File: src/rtl/hazard_pkg.sv
// Shared types for the hazard controller: forward selects,
// FSM states and the stall/flush control bundle.
package hazard_pkg;

  typedef enum logic [1:0] {
    FWD_RF  = 2'b00,
    FWD_WB  = 2'b01,
    FWD_MEM = 2'b10
  } fwd_sel_t;

  typedef enum logic [1:0] {
    HZ_RUN,
    HZ_MEM_WAIT,
    HZ_REDIRECT
  } hz_state_t;

  typedef struct packed {
    logic stall_f;
    logic stall_d;
    logic stall_e;
    logic stall_m;
    logic flush_d;
    logic flush_e;
  } hz_ctl_t;

  localparam hz_ctl_t CTL_NONE = 6'b0000_00;
  localparam hz_ctl_t CTL_MEM  = 6'b1111_00;
  localparam hz_ctl_t CTL_MP   = 6'b0000_11;
  localparam hz_ctl_t CTL_LU   = 6'b1100_01;
  localparam hz_ctl_t CTL_REDIR = 6'b0000_10;

  function automatic logic is_load_use(
    input logic       mem_read_e,
    input logic [4:0] rd_e,
    input logic [4:0] rs1_d,
    input logic [4:0] rs2_d
  );
    return mem_read_e && (rd_e != 5'd0) &&
           ((rd_e == rs1_d) || (rd_e == rs2_d));
  endfunction

endpackage

File: src/rtl/hazard_ctrl_fwd_select.sv
// Operand forward select for one EX source register.
// MEM-stage result has priority over WB; x0 never forwards.
module fwd_select
  import hazard_pkg::*;
(
  input  logic [4:0] rs_e,
  input  logic [4:0] rd_m,
  input  logic       reg_write_m,
  input  logic [4:0] rd_w,
  input  logic       reg_write_w,
  output fwd_sel_t   sel
);

  // Priority pick: MEM, then WB, else register file.
  always_comb begin
    sel = FWD_RF;
    if (reg_write_m && (rd_m != 5'd0) && (rd_m == rs_e))
      sel = FWD_MEM;
    else if (reg_write_w && (rd_w != 5'd0) && (rd_w == rs_e))
      sel = FWD_WB;
  end

endmodule

File: src/rtl/hazard_ctrl.sv
// Pipeline hazard controller: load-use, redirect, dmem wait.
// HAZARD_PERF_EN adds stall/flush/load-use perf counters.
module hazard_ctrl
  import hazard_pkg::*;
#(
  parameter int REDIRECT_CYCLES = 1,
  parameter int MAX_WAIT        = 255
) (
  input  logic        clk,
  input  logic        rst,
  input  logic [4:0]  rs1_d,
  input  logic [4:0]  rs2_d,
  input  logic [4:0]  rs1_e,
  input  logic [4:0]  rs2_e,
  input  logic [4:0]  rd_e,
  input  logic        mem_read_e,
  input  logic [4:0]  rd_m,
  input  logic        reg_write_m,
  input  logic [4:0]  rd_w,
  input  logic        reg_write_w,
  input  logic        mispredict_e,
  input  logic        dmem_busy_m,
  output logic        stall_f,
  output logic        stall_d,
  output logic        stall_e,
  output logic        stall_m,
  output logic        flush_d,
  output logic        flush_e,
  output logic [1:0]  forward_a_e,
  output logic [1:0]  forward_b_e,
`ifdef HAZARD_PERF_EN
  output logic [31:0] perf_stall_cnt,
  output logic [31:0] perf_flush_cnt,
  output logic [31:0] perf_loaduse_cnt,
`endif
  output logic        mem_timeout
);

  localparam logic [15:0] WAIT_MAX  = 16'(MAX_WAIT);
  localparam logic [15:0] REDIR_LD  = 16'(REDIRECT_CYCLES - 1);

  hz_state_t   state_q, state_d;
  logic [15:0] wait_cnt_q, wait_cnt_d;
  logic [15:0] redir_cnt_q, redir_cnt_d;
  logic        timeout_q, timeout_d;
  hz_ctl_t     ctl;
  logic        run_path;
  logic        acc_mp;
  logic        acc_lu;
  logic        load_use;
  fwd_sel_t    fwd_a, fwd_b;

  fwd_select u_fwd_a (
    .rs_e        (rs1_e),
    .rd_m        (rd_m),
    .reg_write_m (reg_write_m),
    .rd_w        (rd_w),
    .reg_write_w (reg_write_w),
    .sel         (fwd_a)
  );

  fwd_select u_fwd_b (
    .rs_e        (rs2_e),
    .rd_m        (rd_m),
    .reg_write_m (reg_write_m),
    .rd_w        (rd_w),
    .reg_write_w (reg_write_w),
    .sel         (fwd_b)
  );

  assign load_use = is_load_use(mem_read_e, rd_e, rs1_d, rs2_d);

  // Next state, counters and stall/flush controls.
  always_comb begin
    state_d     = state_q;
    wait_cnt_d  = wait_cnt_q;
    redir_cnt_d = redir_cnt_q;
    timeout_d   = timeout_q;
    ctl         = CTL_NONE;
    run_path    = 1'b0;
    acc_mp      = 1'b0;
    acc_lu      = 1'b0;

    unique case (state_q)
      HZ_RUN: run_path = 1'b1;
      HZ_MEM_WAIT: begin
        if (dmem_busy_m) begin
          ctl = CTL_MEM;
          if (wait_cnt_q == WAIT_MAX)
            timeout_d = 1'b1;
          else
            wait_cnt_d = wait_cnt_q + 16'd1;
        end else begin
          // Exit cycle behaves exactly like RUN.
          run_path   = 1'b1;
          wait_cnt_d = '0;
        end
      end
      HZ_REDIRECT: begin
        if (dmem_busy_m) begin
          run_path    = 1'b1;
          redir_cnt_d = '0;
        end else begin
          ctl = CTL_REDIR;
          if (mispredict_e) begin
            ctl.flush_e = 1'b1;
            acc_mp      = 1'b1;
            redir_cnt_d = REDIR_LD;
          end else if (redir_cnt_q <= 16'd1) begin
            redir_cnt_d = '0;
            state_d     = HZ_RUN;
          end else begin
            redir_cnt_d = redir_cnt_q - 16'd1;
          end
        end
      end
      default: state_d = HZ_RUN;
    endcase

    if (run_path) begin
      state_d = HZ_RUN;
      if (dmem_busy_m) begin
        ctl        = CTL_MEM;
        state_d    = HZ_MEM_WAIT;
        wait_cnt_d = 16'd1;
      end else if (mispredict_e) begin
        ctl    = CTL_MP;
        acc_mp = 1'b1;
        if (REDIRECT_CYCLES > 1) begin
          state_d     = HZ_REDIRECT;
          redir_cnt_d = REDIR_LD;
        end
      end else if (load_use) begin
        ctl    = CTL_LU;
        acc_lu = 1'b1;
      end
    end
  end

  // FSM state, wait/redirect counters and sticky timeout.
  always_ff @(posedge clk or posedge rst) begin
    if (rst) begin
      state_q     <= HZ_RUN;
      wait_cnt_q  <= '0;
      redir_cnt_q <= '0;
      timeout_q   <= 1'b0;
    end else begin
      state_q     <= state_d;
      wait_cnt_q  <= wait_cnt_d;
      redir_cnt_q <= redir_cnt_d;
      timeout_q   <= timeout_d;
    end
  end

  // Reset forces every control quiet, even mid-sequence.
  always_comb begin
    stall_f     = ctl.stall_f & ~rst;
    stall_d     = ctl.stall_d & ~rst;
    stall_e     = ctl.stall_e & ~rst;
    stall_m     = ctl.stall_m & ~rst;
    flush_d     = ctl.flush_d & ~rst;
    flush_e     = ctl.flush_e & ~rst;
    forward_a_e = rst ? FWD_RF : fwd_a;
    forward_b_e = rst ? FWD_RF : fwd_b;
    mem_timeout = timeout_q;
  end

`ifdef HAZARD_PERF_EN
  logic [31:0] pstall_q, pstall_d;
  logic [31:0] pflush_q, pflush_d;
  logic [31:0] plu_q, plu_d;

  // Event counters, wrapping modulo 2^32.
  always_comb begin
    pstall_d = pstall_q + {31'd0, stall_f};
    pflush_d = pflush_q + {31'd0, acc_mp};
    plu_d    = plu_q + {31'd0, acc_lu};
  end

  // Perf counter registers.
  always_ff @(posedge clk or posedge rst) begin
    if (rst) begin
      pstall_q <= '0;
      pflush_q <= '0;
      plu_q    <= '0;
    end else begin
      pstall_q <= pstall_d;
      pflush_q <= pflush_d;
      plu_q    <= plu_d;
    end
  end

  assign perf_stall_cnt   = pstall_q;
  assign perf_flush_cnt   = pflush_q;
  assign perf_loaduse_cnt = plu_q;
`endif

endmodule
File: config.mk
export PLATFORM = sky130hd
export DESIGN_NAME = hazard_ctrl
export DESIGN_NICKNAME = d
export VERILOG_FILES = /design/src/rtl/hazard_pkg.sv /design/src/rtl/hazard_ctrl_fwd_select.sv /design/src/rtl/hazard_ctrl.sv
export SDC_FILE = /design/constraint.sdc
export NUM_CORES = 1
export LEC_CHECK = 0
export CORE_UTILIZATION = 46
export CTS_BUF_LIST = sky130_fd_sc_hd__clkbuf_2
export CTS_CLUSTER_DIAMETER = 60
export DETAILED_ROUTE_END_ITERATION = 10
export PLACE_DENSITY = 0.84
export SETUP_SLACK_MARGIN = 0.4
export SLEW_MARGIN = 25
export SYNTH_ARGS = -nofsm -noshare
export SYNTH_HDL_FRONTEND = slang
export SYNTH_SLANG_ARGS = --single-unit
File: constraint.sdc
create_clock -name clk -period 2.7 [get_ports clk]
set_input_delay 0.54 -clock clk [delete_from_list [all_inputs] [get_ports clk]]
set_output_delay 0.54 -clock clk [all_outputs]
set_load 0.1 [all_outputs]
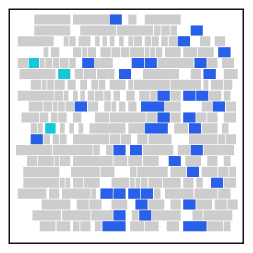
**Above:** run 1 (gate-type map).
(4 px per um)
color	family	cells
cyan	non-inverting ao/oa cells	3
blue	xor and xnor cells	37

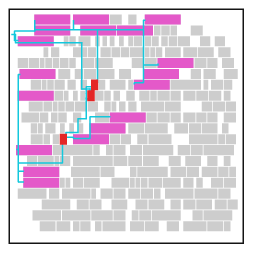
**Above:** run 1 (clock wires, drivers and flops).
(4 px per um)
[magenta] flip-flops | count: 18
[cyan] clock wires | length: 201 um
[red] clock drivers | count: 3
routed clock nets	4
clock latency at the later pin of the worst-skew pair: 0.29 ns
relative contribution of the clock network to total power: 16.2%

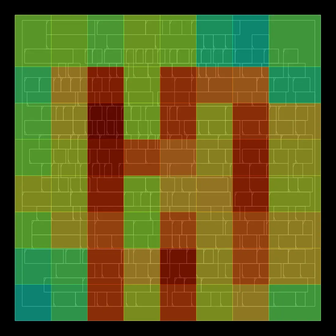
**Above:** run 1 (congestion heat map).
Util after Layout: 81.3%
GRT Util Overall: 29.5%
met2 demand-to-capacity share in global routing: 55.8%
global-route track usage on met1: 33.5%
met3 usage in global routing: 4.02%

==> reports/summary.rpt, run 1 <==
TIMING
------------------------------------------------------------------------------------
Accumulated negative setup slack                                                0 ns
Clk_skew                                                                  0.00794 ns
Time the final worst path needs with I/O delays and setup                    2.55 ns
Highest Clock Rate                                                           392 MHz
Final setup margin                                                          0.148 ns
Setup violation total in the final timing report                                   0
Worst Tran Pin Value                                                        0.634 ns
Slew margin rel.                                                               57.6%

CLOCK NETWORK
------------------------------------------------------------------------------------
Clock transition at the registers of the reported paths                      0.16 ns
# Post-CTS Setup Buffers                                                           4
Number of CTS-inserted buffers                                                     3
TritonCTS clock tree                                                            done

FINISH
------------------------------------------------------------------------------------
Post-layout instance count excluding filler cells                                293
Area taken by multi-input logic gates                                    0.00115 mm2
Proportion of layout cells with a drive suffix above 1                         36.5%
FF/Latch Area                                                                450 um2
Top logic cells by instance count in the layout                         22 x sky130_fd_sc_hd__buf_4, 20 x sky130_fd_sc_hd__xor2_1, 18 x sky130_fd_sc_hd__dfrtp_1
Net count of the finished layout                                                 293
Most frequent logic cell in the layout                                  sky130_fd_sc_hd__buf_4

POWER
------------------------------------------------------------------------------------
Leak pwr                                                                     1.10 nW
Cell Int Power                                                              0.435 mW
Register share of total power                                                  42.0%

SYNTH
------------------------------------------------------------------------------------
Adders+Majority by Area                                                       0.863%
Top cell type's share of synthesized area                                      31.1%
Top cells by count, synth                                               21 x sky130_fd_sc_hd__xor2_1, 18 x sky130_fd_sc_hd__dfrtp_1, 16 x sky130_fd_sc_hd__xnor2_1
Area of the mapped netlist                                               0.00145 mm2
Dominant flop cell                                                      sky130_fd_sc_hd__dfrtp_1
AND/OR/NAND/NOR Cells, Area Fraction                                           28.1%
Yosys warns                                                                        0
Syn Inst Count                                                                   172
Register share after synthesis                                                 31.1%
Yosys synthesis chip area                                                0.00145 mm2
Net count of the mapped netlist                                                  215
Proportion of synthesized flip-flops having asynchronous set or reset           100%
Biggest combinational cell group after synthesis                        simple AND/OR/NAND/NOR gates
Yosys xor share                                                                22.3%

ROUTE
------------------------------------------------------------------------------------
Vias per std cell                                                               5.65

FLOORPLAN
------------------------------------------------------------------------------------
Core utilization at floorplan                                                  47.9%

PLACED DESIGN
------------------------------------------------------------------------------------
Placed inst area                                                         0.00239 mm2
DPL Wire Length                                                              3.79 mm
Placer congestion estimate                                                     0.916
PortBufs                                                                          52
Instance count after placement with tap cells included                           283

CRITICAL PATH
------------------------------------------------------------------------------------
Worst setup EP type                                                     primary output
Data arrival time at the worst-slack endpoint                                2.01 ns

GRT
------------------------------------------------------------------------------------
Antenna violations before repair                                                   0
Busiest layer in global routing                                                 met2

OUTCOME
------------------------------------------------------------------------------------
Outcome                                                                 finished, final reports clean

-- run 1: power by group through the flow --
stage / combinational [mW] / sequential, mW / clock (mW)
floorplan: 0.134 / 0.284 / 0
global placement: 0.263 / 0.286 / 0
detailed placement: 0.271 / 0.286 / 0
CTS: 0.268 / 0.282 / 0.117
global route: 0.295 / 0.283 / 0.128
finish: 0.281 / 0.282 / 0.109
-- run 1: layout make-up --
| class | instances | share of cell area (%) |
|---|---|---|
| clock buffer | 3 | 0.610 |
| clock inverter | 1 | 0.153 |
| inverter | 7 | 1.37 |
| multi-input combinational | 142 | 46.6 |
| sequential | 18 | 18.3 |
| tap | 44 | 2.24 |
| timing repair buffer | 78 | 30.8 |
-- run 1: metal layers --
layer | part of all wire, % | wire length [um]
met1 | 38 | 1890
met2 | 53 | 2660
met3 | 5.6 | 281
met4 | 3.1 | 157
met5 | 0 | 0
-- run 1: path summary, 6_finish.rpt --
kind,slack [ns],from,cells after the start,end
worst min register to register,0.49,mem_timeout,1,mem_timeout
worst max register to register,0.75,wait_cnt_q[12],4,wait_cnt_q[1]
min in group clk,0.49,mem_timeout,1,mem_timeout
worst min-delay path,0.29,rst,3,wait_cnt_q[12]
worst max-delay path,0.15,rd_m[4],7,forward_a_e[0]
max in group asynchronous,2.20,rst,3,wait_cnt_q[3]
-- run 1: critical path, stage by stage --
cell and delay, ns:
sky130_fd_sc_hd__buf_6 0.09, sky130_fd_sc_hd__or4_4 0.53, sky130_fd_sc_hd__o21ai_4 0.18, sky130_fd_sc_hd__buf_6 0.13
sky130_fd_sc_hd__nor3_4 0.04, sky130_fd_sc_hd__nor4_4 0.28, sky130_fd_sc_hd__buf_12 0.22
-- run 1: flip-flops by register name, indices dropped and copies added, names as in the netlist --
signal	flops
wait_cnt_q	16
mem_timeout	1
state_q	1
==> inputs of run 2 (changes only) <==
--- a/config.mk
+++ b/config.mk
@@ -9,6 +9,7 @@
 export CTS_BUF_LIST = sky130_fd_sc_hd__clkbuf_2
 export CTS_CLUSTER_DIAMETER = 60
 export DETAILED_ROUTE_END_ITERATION = 10
+export HOLD_SLACK_MARGIN = 0.08
 export PLACE_DENSITY = 0.84
 export SETUP_SLACK_MARGIN = 0.4
 export SLEW_MARGIN = 25
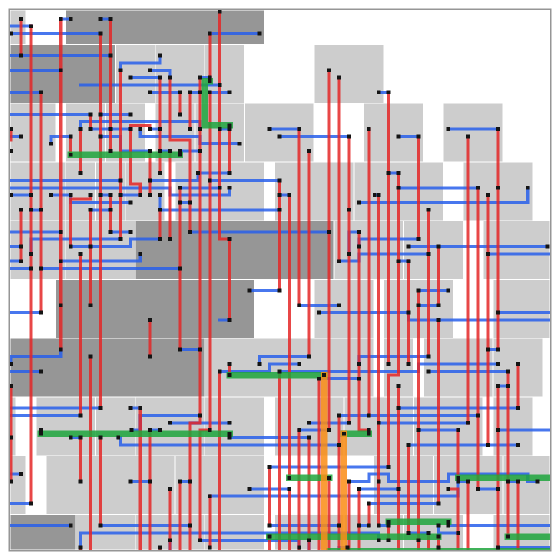
**Above:** run 2 (close-up of the layout).
Window x 31 to 56, y 31 to 56 um. Cells in gray, sequential cells in the stronger gray; small squares are vias.
color	layer
green	metal 3
red	metal 2
blue	metal 1
orange	metal 4
cells with their middle in the window	57
most frequent	buf_4 (10), xnor2_1 (8)
netlist names of flops here include	wait_cnt_q (5)
sequential cells in the window	5

==> reports/summary.rpt, run 2 <==
PLACED DESIGN
------------------------------------------------------------------------
Placer congestion estimate                                         0.916
Placed inst area                                             0.00239 mm2
PortBufs                                                              52

CRITICAL PATH
------------------------------------------------------------------------
Origin of the critical flop-to-flop path                    wait_cnt_q[12]
Setup slack of the most critical reg-to-reg path                 0.75 ns

SYNTH
------------------------------------------------------------------------
Dominant flop cell                                          sky130_fd_sc_hd__dfrtp_1
Top cell type's share of synthesized area                          31.1%
Syn Inst Count                                                       172
Yosys synthesis chip area                                    0.00145 mm2
Top cells by count, synth                                   21 x sky130_fd_sc_hd__xor2_1, 18 x sky130_fd_sc_hd__dfrtp_1, 16 x sky130_fd_sc_hd__xnor2_1

ROUTE
------------------------------------------------------------------------
Vias per std cell                                                   5.65

TIMING
------------------------------------------------------------------------
Accumulated negative setup slack                                    0 ns
Highest Clock Rate                                               392 MHz
Time the final worst path needs with I/O delays and setup        2.55 ns
Setup violation total in the final timing report                       0

FLOORPLAN
------------------------------------------------------------------------
Core utilization at floorplan                                      47.9%

FINISH
------------------------------------------------------------------------
Net count of the finished layout                                     293
Most flops, register                                          wait_cnt_q

GRT
------------------------------------------------------------------------
Global-route track usage on met1                                   33.5%
Antenna violations before repair                                       0
Met3 usage in global routing                                       4.02%

OUTCOME
------------------------------------------------------------------------
Outcome                                                     finished, final reports clean

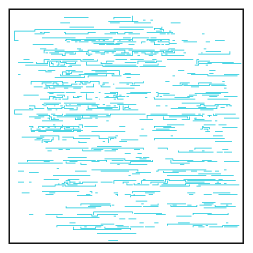
**Above:** run 2 (M1 wires).
(4 px per um)
wire length on this layer	1890 um
share of all routed wire	38%

## run 2: cell counts in the layout (fill, tap and decap cells not counted)
No cell type changed its count.
## run 2: layout make-up
type / count / share of cell area (%)
tap: 44 / 2.24
multi-input combinational: 142 / 46.6
sequential: 18 / 18.3
clock buffer: 3 / 0.610
clock inverter: 1 / 0.153
inverter: 7 / 1.37
timing repair buffer: 78 / 30.8
## run 2: critical path, cell delays in order
cell and delay [ns]:
sky130_fd_sc_hd__buf_6 0.09, sky130_fd_sc_hd__or4_4 0.53, sky130_fd_sc_hd__o21ai_4 0.18, sky130_fd_sc_hd__buf_6 0.13
sky130_fd_sc_hd__nor3_4 0.04, sky130_fd_sc_hd__nor4_4 0.28, sky130_fd_sc_hd__buf_12 0.22
## run 2: power breakdown
part           switching, mW  internal, mW  total (mW)
Clock                 0.0768        0.0322       0.109
Combinational          0.152         0.128       0.281
Sequential           0.00753         0.274       0.282
## run 2: kinds of logic after synthesis
family / share of synthesized area (%)
AOI/OAI and AO/OA: 13.3
and+or+nand+nor: 28.1
adders and majority gates: 0.863
DFF: 31.1
buffers and inverters: 3.62
muxes: 0.690
xor gates and xnor gates: 22.3
## run 2: worst max-delay path by stage
stage | endpoint | cells past startpoint
global placement | forward_a_e[0] | 6
finish | forward_a_e[0] | 7
detailed placement | forward_a_e[0] | 6
global route | forward_a_e[0] | 7
CTS | forward_a_e[0] | 7
floorplan | stall_f | 5
## run 2: through the flow
stage,setup WS (ns),hold WS (ns)
after detailed placement,-0.199,0.456
after floorplan,-0.445,0.400
final,0.148,0.295
after global placement,-0.144,0.452
after global routing,0.129,0.276
after CTS,0.169,0.282
## run 2: metal layers
metal	part of all wire [%]	up-vias	routed length, um
met5	0	-	0
met4	3.1	0	157
met3	5.6	16	281
met2	53	76	2660
met1	38	785	1890
li1	-	779	-
Power figures rest on the tool's default switching activity, not on a simulated workload.
